[config.mk]
export PLATFORM = sky130hd
export DESIGN_NAME = spi_master_core
export DESIGN_NICKNAME = d
export VERILOG_FILES = /design/src/rtl/spi_pkg.sv /design/src/rtl/spi_clk_gen.sv /design/src/rtl/spi_master_core.sv
export SDC_FILE = /design/constraint.sdc
export NUM_CORES = 1
export LEC_CHECK = 0
export ABC_CLOCK_PERIOD_IN_PS = 2700
export CAP_MARGIN = 20
export CORE_MARGIN = 2
export CORE_UTILIZATION = 55
export DETAILED_ROUTE_END_ITERATION = 16
export GPL_TIMING_DRIVEN = 1
export PLACE_DENSITY = 0.82
export RECOVER_POWER = 50
export SYNTH_ARGS = -nofsm -noshare
export SYNTH_HDL_FRONTEND = slang
export SYNTH_SLANG_ARGS = --single-unit
export TNS_END_PERCENT = 100
[constraint.sdc]
create_clock -name CLK_I -period 2.7 [get_ports CLK_I]
set_input_delay 0.405 -clock CLK_I [delete_from_list [all_inputs] [get_ports CLK_I]]
set_output_delay 0.405 -clock CLK_I [all_outputs]
set_load 0.01 [all_outputs]
[src/rtl/spi_pkg.sv]
// spi_pkg: shared state encoding, SPI mode constants and default widths
package spi_pkg;
   typedef enum logic [1:0] {
      IDLE     = 2'd0,
      SETUP    = 2'd1,
      TRANSFER = 2'd2,
      HOLD     = 2'd3
   } state_e;
   localparam logic [1:0] MODE0 = 2'b00;
   localparam logic [1:0] MODE1 = 2'b01;
   localparam logic [1:0] MODE2 = 2'b10;
   localparam logic [1:0] MODE3 = 2'b11;
   localparam int DEF_DATA_W = 8;
   localparam int DEF_DIV_W  = 8;
endpackage

[src/rtl/spi_clk_gen.sv]
// spi_clk_gen: half-period counter producing half-period ticks and leading/trailing edge strobes
// Ports: CLK_I/RST_I clock and sync reset; en_i runs the counter (cleared when low);
//        div_i captured divider (half-period = div_i+1 cycles); half_tick_o end of each
//        half-period; lead_o/trail_o qualify that tick as a leading or trailing SCLK edge.
module spi_clk_gen #(
   parameter int DIV_W = 8
) (
   input  logic             CLK_I,
   input  logic             RST_I,
   input  logic             en_i,
   input  logic [DIV_W-1:0] div_i,
   output logic             half_tick_o,
   output logic             lead_o,
   output logic             trail_o
);
   logic [DIV_W-1:0] cnt_q;
   logic             phase_q;
   assign half_tick_o = en_i && (cnt_q == div_i);
   // phase flips every half-period; the setup half-period leaves it set so that
   // the first transfer half-period ends on a leading edge
   assign lead_o  = half_tick_o && phase_q;
   assign trail_o = half_tick_o && !phase_q;
   always_ff @(posedge CLK_I) begin
      if (RST_I || !en_i) begin
         cnt_q   <= '0;
         phase_q <= 1'b0;
      end else if (half_tick_o) begin
         cnt_q   <= '0;
         phase_q <= !phase_q;
      end else begin
         cnt_q   <= cnt_q + 1'b1;
      end
   end
endmodule

[src/rtl/spi_master_core.sv]
// spi_master_core: SPI shift engine serialising one byte MSB-first with CPOL/CPHA and clock divider
// Ports: CLK_I/RST_I clock and sync reset; start_i transfer request; tx_data_i byte to send;
//        clk_div_i half-period minus one; cpol_i/cpha_i SPI mode; busy_o transfer active;
//        done_o completion pulse; rx_data_o last received byte; sclk_o/mosi_o/miso_i/ss_n_o SPI bus.
module spi_master_core
   import spi_pkg::*;
#(
   parameter int DATA_W = DEF_DATA_W,
   parameter int DIV_W  = DEF_DIV_W
) (
   input  logic              CLK_I,
   input  logic              RST_I,
   input  logic              start_i,
   input  logic [DATA_W-1:0] tx_data_i,
   input  logic [DIV_W-1:0]  clk_div_i,
   input  logic              cpol_i,
   input  logic              cpha_i,
   output logic              busy_o,
   output logic              done_o,
   output logic [DATA_W-1:0] rx_data_o,
   output logic              sclk_o,
   output logic              mosi_o,
   input  logic              miso_i,
   output logic              ss_n_o
);
   localparam int EW = $clog2(2 * DATA_W) + 1;
   state_e            state_q, state_d;
   logic [EW-1:0]     edge_q, edge_d;
   logic [DIV_W-1:0]  div_q;
   logic              cpha_q;
   logic [DATA_W-1:0] tx_q, rx_q, rx_data_q;
   logic              sclk_q, mosi_q, done_q;
   logic              tick, lead, trail, xfer, last_edge, sample, shift, finish;
   spi_clk_gen #(.DIV_W(DIV_W)) u_clk_gen (
      .CLK_I       (CLK_I),
      .RST_I       (RST_I),
      .en_i        (state_q != IDLE),
      .div_i       (div_q),
      .half_tick_o (tick),
      .lead_o      (lead),
      .trail_o     (trail)
   );
   assign xfer      = state_q == TRANSFER;
   assign last_edge = edge_q == EW'(2 * DATA_W - 1);
   assign finish    = (state_q == HOLD) && tick;
   assign sample    = xfer && (cpha_q ? trail : lead);
   // cpha=0 presents the MSB during setup, so its final trailing edge has nothing left to shift
   assign shift     = xfer && (cpha_q ? lead : (trail && !last_edge));
   always_comb begin
      state_d = (state_q == IDLE && start_i)            ? SETUP    :
                (state_q == SETUP && tick)              ? TRANSFER :
                (xfer && tick && last_edge)             ? HOLD     :
                finish                                  ? IDLE     : state_q;
      edge_d  = (xfer && tick) ? (last_edge ? '0 : edge_q + 1'b1) : edge_q;
   end
   always_ff @(posedge CLK_I) begin
      if (RST_I) begin
         state_q   <= IDLE;
         edge_q    <= '0;
         div_q     <= '0;
         cpha_q    <= 1'b0;
         tx_q      <= '0;
         rx_q      <= '0;
         rx_data_q <= '0;
         sclk_q    <= 1'b0;
         mosi_q    <= 1'b0;
         done_q    <= 1'b0;
      end else begin
         state_q <= state_d;
         edge_q  <= edge_d;
         done_q  <= finish;
         if (finish) rx_data_q <= rx_q;
         if (state_q == IDLE) begin
            sclk_q <= cpol_i;
            if (start_i) begin
               div_q  <= clk_div_i;
               cpha_q <= cpha_i;
               tx_q   <= tx_data_i;
               if (!cpha_i) mosi_q <= tx_data_i[DATA_W-1];
            end
         end else if (xfer && tick) begin
            sclk_q <= !sclk_q;
         end
         if (sample) rx_q <= {rx_q[DATA_W-2:0], miso_i};
         if (shift) begin
            mosi_q <= cpha_q ? tx_q[DATA_W-1] : tx_q[DATA_W-2];
            tx_q   <= tx_q << 1;
         end
      end
   end
   assign busy_o    = state_q != IDLE;
   assign ss_n_o    = state_q == IDLE;
   assign done_o    = done_q;
   assign rx_data_o = rx_data_q;
   assign sclk_o    = sclk_q;
   assign mosi_o    = mosi_q;
endmodule

==> run notes <==
The flow run is done. Yosys reported that registers with async set or reset make up 0%. Number of logic gates landed at 177. Across every metal layer, demand over resource in global routing totals 20.0%. The routed design shows a via density per instance of 5.25.

Sequential group share of total power landed at 54.4%. The number of clock buffers added by TritonCTS is 5. The worst setup path is launched from a flop. Pre-placement core utilization landed at 58.8%.

In this run the power density over the cells is 584 nW/um^2. According to the hold report, the worst path is of the reg -> reg type. For the worst-skew pair, the clock arrives at the later sink with an insertion delay of 0.31 ns. Summing all multi-input logic gate instances after layout gives 1070 um^2. For this design, the slowest cell found on the critical path is sky130_fd_sc_hd__clkdlybuf4s50_1. According to the finish report, the design has a final net count of 299. Share of synthesized cell area in and-or and or-and compound cells landed at 8.64%. The synthesized design devotes to its leading area cell type 47.3% of total area. The synthesized design spends more area on one cell type than any other, namely sky130_fd_sc_hd__dfxtp_1. Final cell area excluding filler cells landed at 2630 um^2. Yosys cell count landed at 245. The floorplan step set the die width to 67.3 um. The number of nets in the synthesized netlist is 269. The setup path with the least slack is of type reg -> out. Yosys reports that the most numerous cell types are 52 x sky130_fd_sc_hd__dfxtp_1, 40 x sky130_fd_sc_hd__nand2_1, 37 x sky130_fd_sc_hd__nor2_1.

Yosys instantiated no cell more often than sky130_fd_sc_hd__dfxtp_1. The worst hold path was traced through 2 stages. Max-cap violation count landed at 0. Required time of the worst setup path landed at 2.30 ns. The top cell types in the final layout, fill and taps aside, are 52 x sky130_fd_sc_hd__dfxtp_1, 40 x sky130_fd_sc_hd__nand2_1, 37 x sky130_fd_sc_hd__nor2_1.

The biggest slice of the total power is consumed by sequential cells. Number of synthesized register bits landed at 52. Initial antenna violation count landed at 0. Final count of hold timing violations landed at 0. Utilization of the core after routing landed at 70.4%. Layout overhead on the synthesized area landed at 19.6%. After detailed routing, no signal wire sits above met4.

The count of buffers added on input and output ports is 34. Warnings raised by the tools during the run amount to 26. The number of buffers and inverters on the critical path is 1. The transition time recorded at the tightest slew-check pin is 0.823 ns. Clock tree synthesis selected as its root buffer the cell sky130_fd_sc_hd__clkbuf_8.

Clock tree skew after final layout landed at 0.00808 ns. Overall via count from detail_route landed at 1701. Entering global routing, the biggest net connects 22 pins. Routability-driven placement congestion ratio landed at 0.771. The registers of the reported paths see a clock transition of 0.10 ns. After legalization and detailed placement, the total HPWL measured 2.88 mm. Clock network area share landed at 3.47%.

Power after layout landed at 1.54 mW. Achievable frequency landed at 468 MHz. Per the layout report, the design carries 2 non-clock inverters. Number of non-clock buffers in the layout landed at 37. Met2 track demand over resource landed at 31.6%.

Sequential share of cell area landed at 39.5%. TritonCTS built the clock tree. In this run the most used layer during global routing was met2. The worst path in the final design needs a cycle of 2.13 ns, including I/O delays and setup. The tree built by TritonCTS fans out to 52 sinks. After synthesis, the share of cell area in mux cells is 8.41%. Die outline height landed at 67.3 um. The final timing report gives a worst setup slack of 0.565 ns.

The number of antenna diodes in the final layout is 0. All stages included, the depth of the critical timing path comes to 2. Hold repair after CTS inserted 0 buffers. Max-slew check failures listed in the final report amount to 0. Post-CTS timing repair inserted 0 buffers for setup. Yosys synthesis warning count landed at 0. Wire length on met3 landed at 147 um.

Per the breakdown, switching nets consume 28.1% of all power. Footprint of the flip-flops and latches landed at 1040 um^2. The analysis attributes to net switching a power of 433 uW.

Setup slack on the worst path after placement came out at 0.672 ns. The main area contributors are sky130_fd_sc_hd__dfxtp_1 47%, sky130_fd_sc_hd__mux2i_1 7.7%, sky130_fd_sc_hd__nand2_1 6.8%, sky130_fd_sc_hd__nor2_1 6.3%, sky130_fd_sc_hd__xor2_1 4.8%. The run finished with clean final reports. Maximum VDD drop landed at 0.000440 V.

The kind of cell with the highest combined delay along the critical path is buffers and inverters. The power report attributes to the clock group a share of 29.0%. Top-level I/O count landed at 35. Setup repair after global routing left no endpoint under its margin. On met3, the global router reports a usage of 5.50%. Per the OpenROAD floorplan log, the area of the core is 3740 um^2. Number of enable flip-flop cells landed at 0. Tap cell count landed at 48. In the routed design, unresolved DRC markers number 0. Share of the synthesized netlist area taken by xor and xnor gates landed at 6.76%.

The first detailed-routing pass ran for 4 iterations. STA classifies the critical path endpoint as an output port. Cell count after synthesis landed at 245. Wire segments on met2 add up to 1.86 mm in the final route. For this run, the chip area from Yosys synthesis comes to 2200 um^2. The worst path uses 79.1% of the clock period. Looking at the cell usage after synthesis, the top flip-flop cell is sky130_fd_sc_hd__dfxtp_1.
[worst register-to-register path: cells and delay by family (launching register included)]
kind / cells / cell delay [ns]
flip-flops: 1 / 0.38
AND-OR/OR-AND: 1 / 0.26
AND/OR/NAND/NOR: 3 / 1.36
[worst paths after layout]
path | slack, ns | end | startpoint
max | 0.57 | ss_n_o | state_q[0]
min | 0.47 | div_q[0] | div_q[0]
max reg2reg | 0.60 | div_q[2] | state_q[0]
min reg2reg | 0.47 | div_q[0] | div_q[0]
[stage by stage]
stage / instances / hold slack (ns)
6_report: 324 / 0.470
5_1_grt: 324 / 0.491
4_1_cts: 324 / 0.472
3_5_place_dp: 316 / 0.460
3_3_place_gp: 316 / 0.457
2_1_floorplan: 245 / 0.439
Wires at chosen ports, followed through buffers:
Scale: 6 px per um.
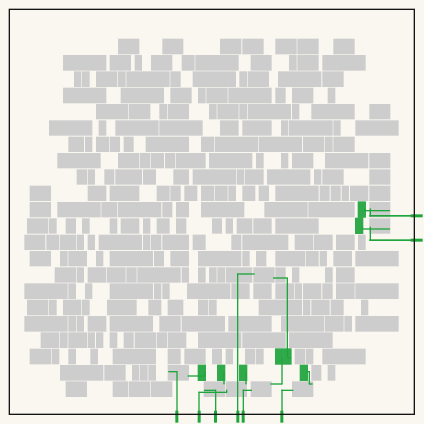
Key: green = clk_div_i [bits 8, direction input, edge 6 bottom, 2 right, end cells 8, buffers 8, wire 117 um]

Sequential cells grouped by signal name:
Scale: 6 px per um. Other sequential cells in the stronger gray, the rest of the logic in the fainter gray.
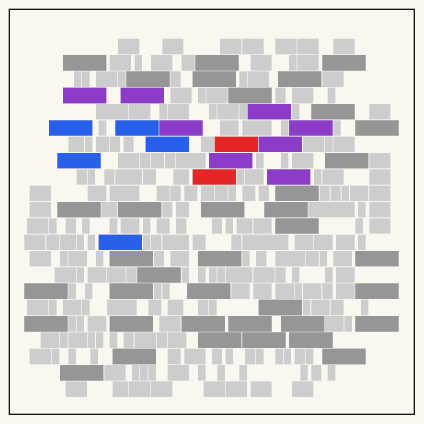
Key: purple = rx_q [flops 8]; blue = edge_q [flops 5]; red = state_q [flops 2]
Another 37 sequential cells are not colored.

Logic cells by family:
Scale: 8 px per um.
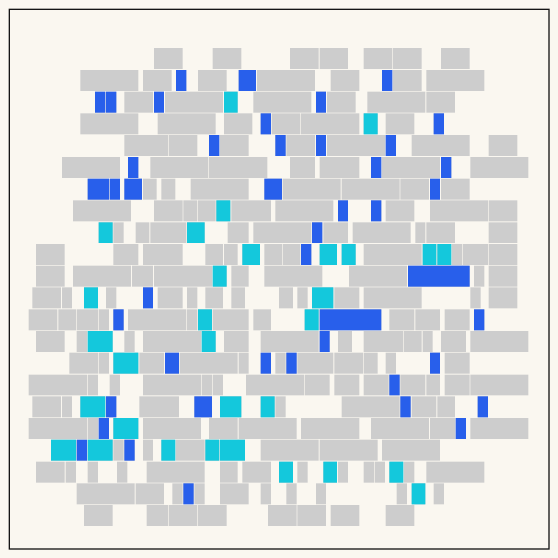
Key: blue = nor cells [cells 45, most used nor2_1]; cyan = aoi and oai cells [cells 31, most used a21oi_1]
final std cells w/o fill: 324
highest-count logic cell in the final layout: sky130_fd_sc_hd__dfxtp_1
logic share of the area: 40.7%

Clock routing:
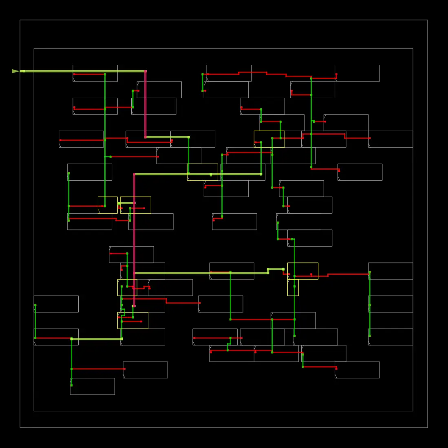
clock network power: 447 uW
Flops: 52
number of clock buffers in the layout: 5

Cell area per tile:
Scale: 4 px per um. 7 x 7 tiles, from dark purple (low) to yellow (high), 0 to 100% covered.
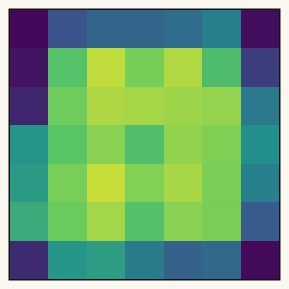
The densest ninth of the die: middle. 41% of the tiles are over 75% full. The mean over all tiles is 57%. The fullest tile reaches 91%. The emptiest ninth of the die: top left.

Power is estimated from default activity; no workload was simulated.
